==> images/logic_types.png <==
Scale: 4 px per µm.
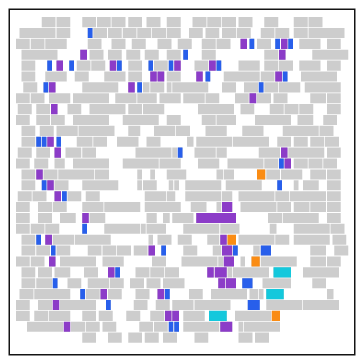
==> images/io_placement.png <==
Scale: 4 px per µm. Pins as bars across the die edge, other pins in grey.
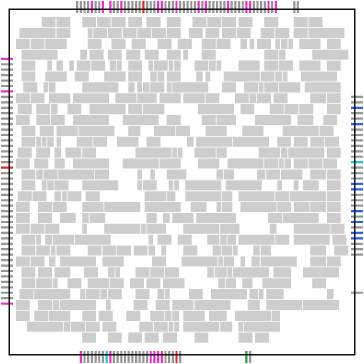
==> images/clocks.png <==
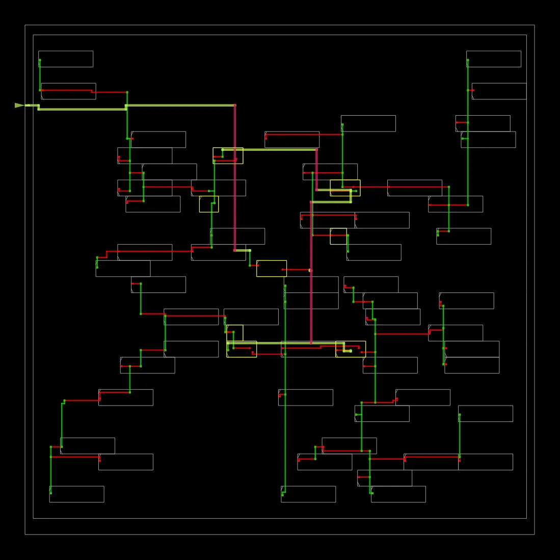
==> images/clk_routes.png <==
Scale: 6 px per µm.
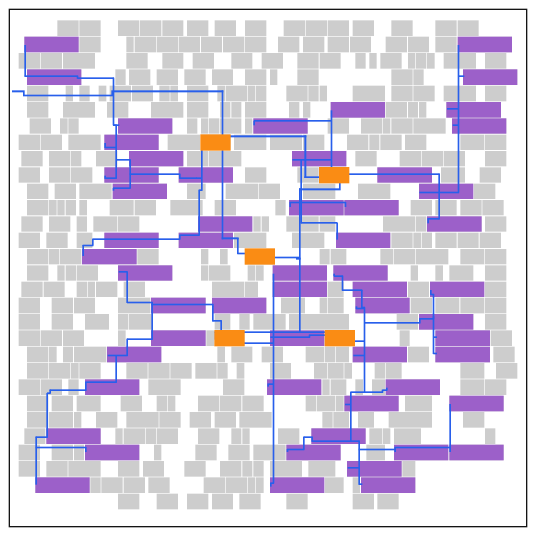
[src/rtl/sdram_port_arbiter.sv]
// Slot-synchronous arbiter sharing the SDRAM controller's byte-wide CPU port between
// three requesters. Define SDRAM_ARB_RR_EN for round-robin; default is fixed priority 0>1>2.
module sdram_port_arbiter #(
  parameter int unsigned GAP_SLOTS = 1
) (
  input  logic        clk,
  input  logic        reset_n,
  input  logic        clkref,
  input  logic [2:0]  req,
  input  logic [2:0]  wr,
  input  logic [22:0] addr0,
  input  logic [22:0] addr1,
  input  logic [22:0] addr2,
  input  logic [1:0]  bank0,
  input  logic [1:0]  bank1,
  input  logic [1:0]  bank2,
  input  logic [7:0]  din0,
  input  logic [7:0]  din1,
  input  logic [7:0]  din2,
  output logic [2:0]  ack,
  output logic [7:0]  rdata,
  output logic [22:0] sd_addr,
  output logic [1:0]  sd_bank,
  output logic [7:0]  sd_din,
  output logic        sd_oe,
  output logic        sd_we,
  input  logic [7:0]  sd_dout,
  output logic        busy
);

  typedef enum logic [1:0] {S_SYNC, S_IDLE, S_BUSY, S_GAP} state_t;

  localparam logic [1:0] GAP_LAST = 2'(GAP_SLOTS - 1);

  state_t     state, state_nxt;
  logic       old_ref;
  logic [2:0] ph;
  logic       ref_rise;
  logic       slot_edge;
  logic       busy_end;
  logic       gap_done;
  logic [1:0] gap_cnt;
  logic [1:0] owner;
  logic       win_valid;
  logic [1:0] win_idx;
  logic       grant;

  assign ref_rise  = ~old_ref & clkref;
  // slot_edge marks the edge that takes ph to 0 (natural wrap or clkref re-phase).
  assign slot_edge = ref_rise | (ph == 3'd7);
  assign busy_end  = (state == S_BUSY) && (ph == 3'd7);
  assign gap_done  = (state == S_GAP) && slot_edge && (gap_cnt == GAP_LAST);
  assign grant     = slot_edge && win_valid &&
                     ((state == S_IDLE) || ((state == S_GAP) && (gap_cnt == GAP_LAST)));
  assign busy      = (state == S_BUSY) || (state == S_GAP);

  // NOTE: sequential state uses <= so every register samples pre-edge values.
  always_ff @(posedge clk or negedge reset_n) begin
    if (!reset_n) begin
      old_ref <= 1'b0;
      ph      <= 3'd0;
    end else begin
      old_ref <= clkref;
      ph      <= ref_rise ? 3'd0 : ph + 3'd1;
    end
  end

`ifdef SDRAM_ARB_RR_EN
  logic [1:0] rr_ptr;
  logic [1:0] cand;

  function automatic logic [1:0] wrap3(input logic [1:0] base, input logic [1:0] off);
    logic [2:0] s;
    s = {1'b0, base} + {1'b0, off};
    return (s >= 3'd3) ? 2'(s - 3'd3) : s[1:0];
  endfunction

  // Scan farthest-first so the port nearest rr_ptr overwrites and wins.
  always_comb begin
    win_valid = 1'b0;
    win_idx   = 2'd0;
    cand      = 2'd0;
    for (int i = 2; i >= 0; i--) begin
      cand = wrap3(rr_ptr, 2'(i));
      if (req[cand]) begin
        win_valid = 1'b1;
        win_idx   = cand;
      end
    end
  end

  always_ff @(posedge clk or negedge reset_n) begin
    if (!reset_n)   rr_ptr <= 2'd0;
    else if (grant) rr_ptr <= wrap3(win_idx, 2'd1);
  end
`else
  // NOTE: every variable written here gets a value on every path, so no latch is inferred.
  always_comb begin
    win_valid = |req;
    win_idx   = req[0] ? 2'd0 : (req[1] ? 2'd1 : 2'd2);
  end
`endif

  always_ff @(posedge clk or negedge reset_n) begin
    if (!reset_n) state <= S_SYNC;
    else          state <= state_nxt;
  end

  always_comb begin
    state_nxt = state;
    case (state)
      S_SYNC:  if (ref_rise) state_nxt = S_IDLE;
      S_IDLE:  if (grant)    state_nxt = S_BUSY;
      S_BUSY:  if (busy_end) state_nxt = S_GAP;
      S_GAP: begin
        if (grant)         state_nxt = S_BUSY;
        else if (gap_done) state_nxt = S_IDLE;
      end
      default: state_nxt = S_SYNC;
    endcase
  end

  always_ff @(posedge clk or negedge reset_n) begin
    if (!reset_n) begin
      ack     <= 3'b000;
      rdata   <= 8'h00;
      sd_addr <= '0;
      sd_bank <= 2'd0;
      sd_din  <= 8'h00;
      sd_oe   <= 1'b0;
      sd_we   <= 1'b0;
      owner   <= 2'd0;
      gap_cnt <= 2'd0;
    end else begin
      ack <= 3'b000;
      if (grant) begin
        owner <= win_idx;
        sd_oe <= ~wr[win_idx];
        sd_we <= wr[win_idx];
        case (win_idx)
          2'd0: begin
            sd_addr <= addr0;
            sd_bank <= bank0;
            sd_din  <= din0;
          end
          2'd1: begin
            sd_addr <= addr1;
            sd_bank <= bank1;
            sd_din  <= din1;
          end
          default: begin
            sd_addr <= addr2;
            sd_bank <= bank2;
            sd_din  <= din2;
          end
        endcase
      end
      // Both strobes drop together so the controller sees a fresh rising edge next access.
      if (busy_end) begin
        rdata   <= sd_dout;
        ack     <= 3'b001 << owner;
        sd_oe   <= 1'b0;
        sd_we   <= 1'b0;
        gap_cnt <= 2'd0;
      end else if ((state == S_GAP) && slot_edge) begin
        gap_cnt <= gap_cnt + 2'd1;
      end
    end
  end

endmodule

[config.mk]
export PLATFORM = sky130hd
export DESIGN_NAME = sdram_port_arbiter
export DESIGN_NICKNAME = d
export VERILOG_FILES = /design/src/rtl/sdram_port_arbiter.sv
export SDC_FILE = /design/constraint.sdc
export NUM_CORES = 1
export LEC_CHECK = 0
export CAP_MARGIN = 20
export CORE_UTILIZATION = 43
export DETAILED_ROUTE_END_ITERATION = 10
export GPL_TIMING_DRIVEN = 0
export MAX_ROUTING_LAYER = met4
export PLACE_DENSITY = 0.83
export SYNTH_ARGS = -nofsm -noshare
export SYNTH_HDL_FRONTEND = slang
export SYNTH_SLANG_ARGS = --single-unit
[constraint.sdc]
create_clock -name clk -period 5.6 [get_ports clk]
set_input_delay 1.12 -clock clk [delete_from_list [all_inputs] [get_ports clk]]
set_output_delay 1.12 -clock clk [all_outputs]
set_load 0.01 [all_outputs]
==> impl_table.tex <==
% Implementation results table
\begin{tabular}{lr}
\hline
Metric & Value \\
\hline
\multicolumn{2}{l}{\textbf{Outcome}} \\
Result of the run & finished, final reports clean \\
\multicolumn{2}{l}{\textbf{Critical path}} \\
Top Family by Delay on Critical Path & AND-OR/OR-AND gates \\
Capturing element of the worst setup path & sd\_addr[3] \\
Data arrival time at the worst-slack endpoint & between 3000 and 4000 ps \\
Required time of the critical path & 5810 ps \\
Reg2reg start & ph[0] \\
Reg2Reg Setup Slack & approximately 3200 ps \\
Worst path max stage delay & about 880 ps \\
\multicolumn{2}{l}{\textbf{GRT}} \\
Global-route wire length before repair & between 10 and 15 mm \\
Total track usage & roughly 23\% \\
Via count of the first global-routing pass & between 2,000 and 3,000 \\
\multicolumn{2}{l}{\textbf{Power}} \\
Highest ir drop seen on vdd & roughly 0.18 mV \\
P\_leak & roughly 2.1 nW \\
\multicolumn{2}{l}{\textbf{Synthesis}} \\
Synth Register Bits & between 50 and 60 \\
Most frequent cells after synthesis & dfrtp\_1 (56), nand2\_1 (36), o21ai\_0 (36), mux2i\_1 (35), mux2\_4 (29) \\
Yosys warnings & 0 \\
Most common reg cell & dfrtp\_1 \\
Library cell occupying the most area in the post-synthesis netlist & dfrtp\_1 \\
Nets in the synthesized netlist & between 300 and 400 \\
Simple-gate share of the synthesized area & roughly 7.9\% \\
\multicolumn{2}{l}{\textbf{Final layout}} \\
Combinational share of cell area & 30.9\% \\
Area added between synthesis and finish & 60.3\% \\
Multi-input gate count & 179 \\
Util after Layout & between 70\% and 80\% \\
Number of diodes added for antenna fixing & 0 \\
Most frequent cells in the layout & clkdlybuf4s50\_1 (159), dfrtp\_1 (56), nand2\_1 (36), o21ai\_0 (36), mux2i\_1 (35) \\
Largest contributor to cell area by class & buffers \\
\multicolumn{2}{l}{\textbf{Flow run}} \\
Max-cap check violation count & 0 \\
\multicolumn{2}{l}{\textbf{Routing}} \\
Final routed wire length divided by cell count & approximately 15 µm \\
Number of design rule violations left after detail routing & 0 \\
Antenna violation net count after detailed routing & 0 \\
\multicolumn{2}{l}{\textbf{Die}} \\
Die height & between 80 and 90 µm \\
Pre-Place Util & 44.6\% \\
Die width & 86.0 µm \\
\multicolumn{2}{l}{\textbf{Placement}} \\
Port bufs & between 150 and 200 \\
Weighted congestion reported at the end of routability-driven placement & around 0.75 \\
Pre-CTS setup slack & $\sim$2200 ps \\
\multicolumn{2}{l}{\textbf{Clock network}} \\
Clock Tree Root & clkbuf\_8 \\
Clock latency on the worst-skew pair & approximately 310 ps \\
Post-CTS setup buffers & 0 \\
Cts-stage hold buffer count & 0 \\
\multicolumn{2}{l}{\textbf{Timing}} \\
Max\_slew headroom & between 30\% and 40\% \\
RSZ-0062 raised after global routing & no \\
Slew @ Worst Pin & between 900 and 1000 ps \\
\multicolumn{2}{l}{\textbf{Min path}} \\
Type of the tightest min-delay check & flip-flop to flip-flop \\
\hline
\end{tabular}
Notes on logic_types.png above:
| family | colour | cells | most used |
|---|---|---|---|
| and/or cells | orange | 4 | and2_1 |
| aoi and oai cells | purple | 44 | o21ai_0 |
| nand cells | blue | 39 | nand2_1 |
| fa/ha/maj cells | cyan | 3 | ha_1 |

Notes on io_placement.png above:
| port | colour | pins | direction | edge |
|---|---|---|---|---|
| addr0 | magenta | 23 | input | 14 top, 6 bottom, 3 left |
| req | red | 3 | input | 1 top, 1 left, 1 bottom |
| busy | green | 1 | output | bottom |
| bank0 | cyan | 2 | input | 1 bottom, 1 right |
| sd_dout | blue | 8 | input | right |
all pins by edge: 56 top, 46 left, 31 right, 30 bottom

Notes on clocks.png above:
worst setup skew after layout: 5.92 ps
Clock buffer cells: 5
final sequential cell count: 56
Power Clock: 0.000226 W

Notes on clk_routes.png above:
[clock wires] blue | length: 663 µm
[flip-flops] purple | count: 56
[clock drivers] orange | count: 5
routed clock nets: 6

## report_power, final
part           internal, W  switching [W]  total (W)
registers         0.000587      0.0000934   0.000681
logic             0.000617       0.000340   0.000957
clock network    0.0000889       0.000138   0.000226
## registers in the layout, indices dropped and copies added (netlist names)
signal	cells
sd_addr	23
rdata	8
sd_din	8
ack	3
ph	3
gap_cnt	2
owner	2
sd_bank	2
state	2
old_ref	1
sd_oe	1
sd_we	1
## per-layer routing
metal	part of all wire (%)	vias up	GRT usage [%]
met5	0	-	-
met4	1.2	0	5.15
met1	41	1250	26.8
met2	53	90	40.7
met3	5.0	11	4.04
li1	-	1242	-
Power figures rest on the tool's default switching activity, not on a simulated workload.
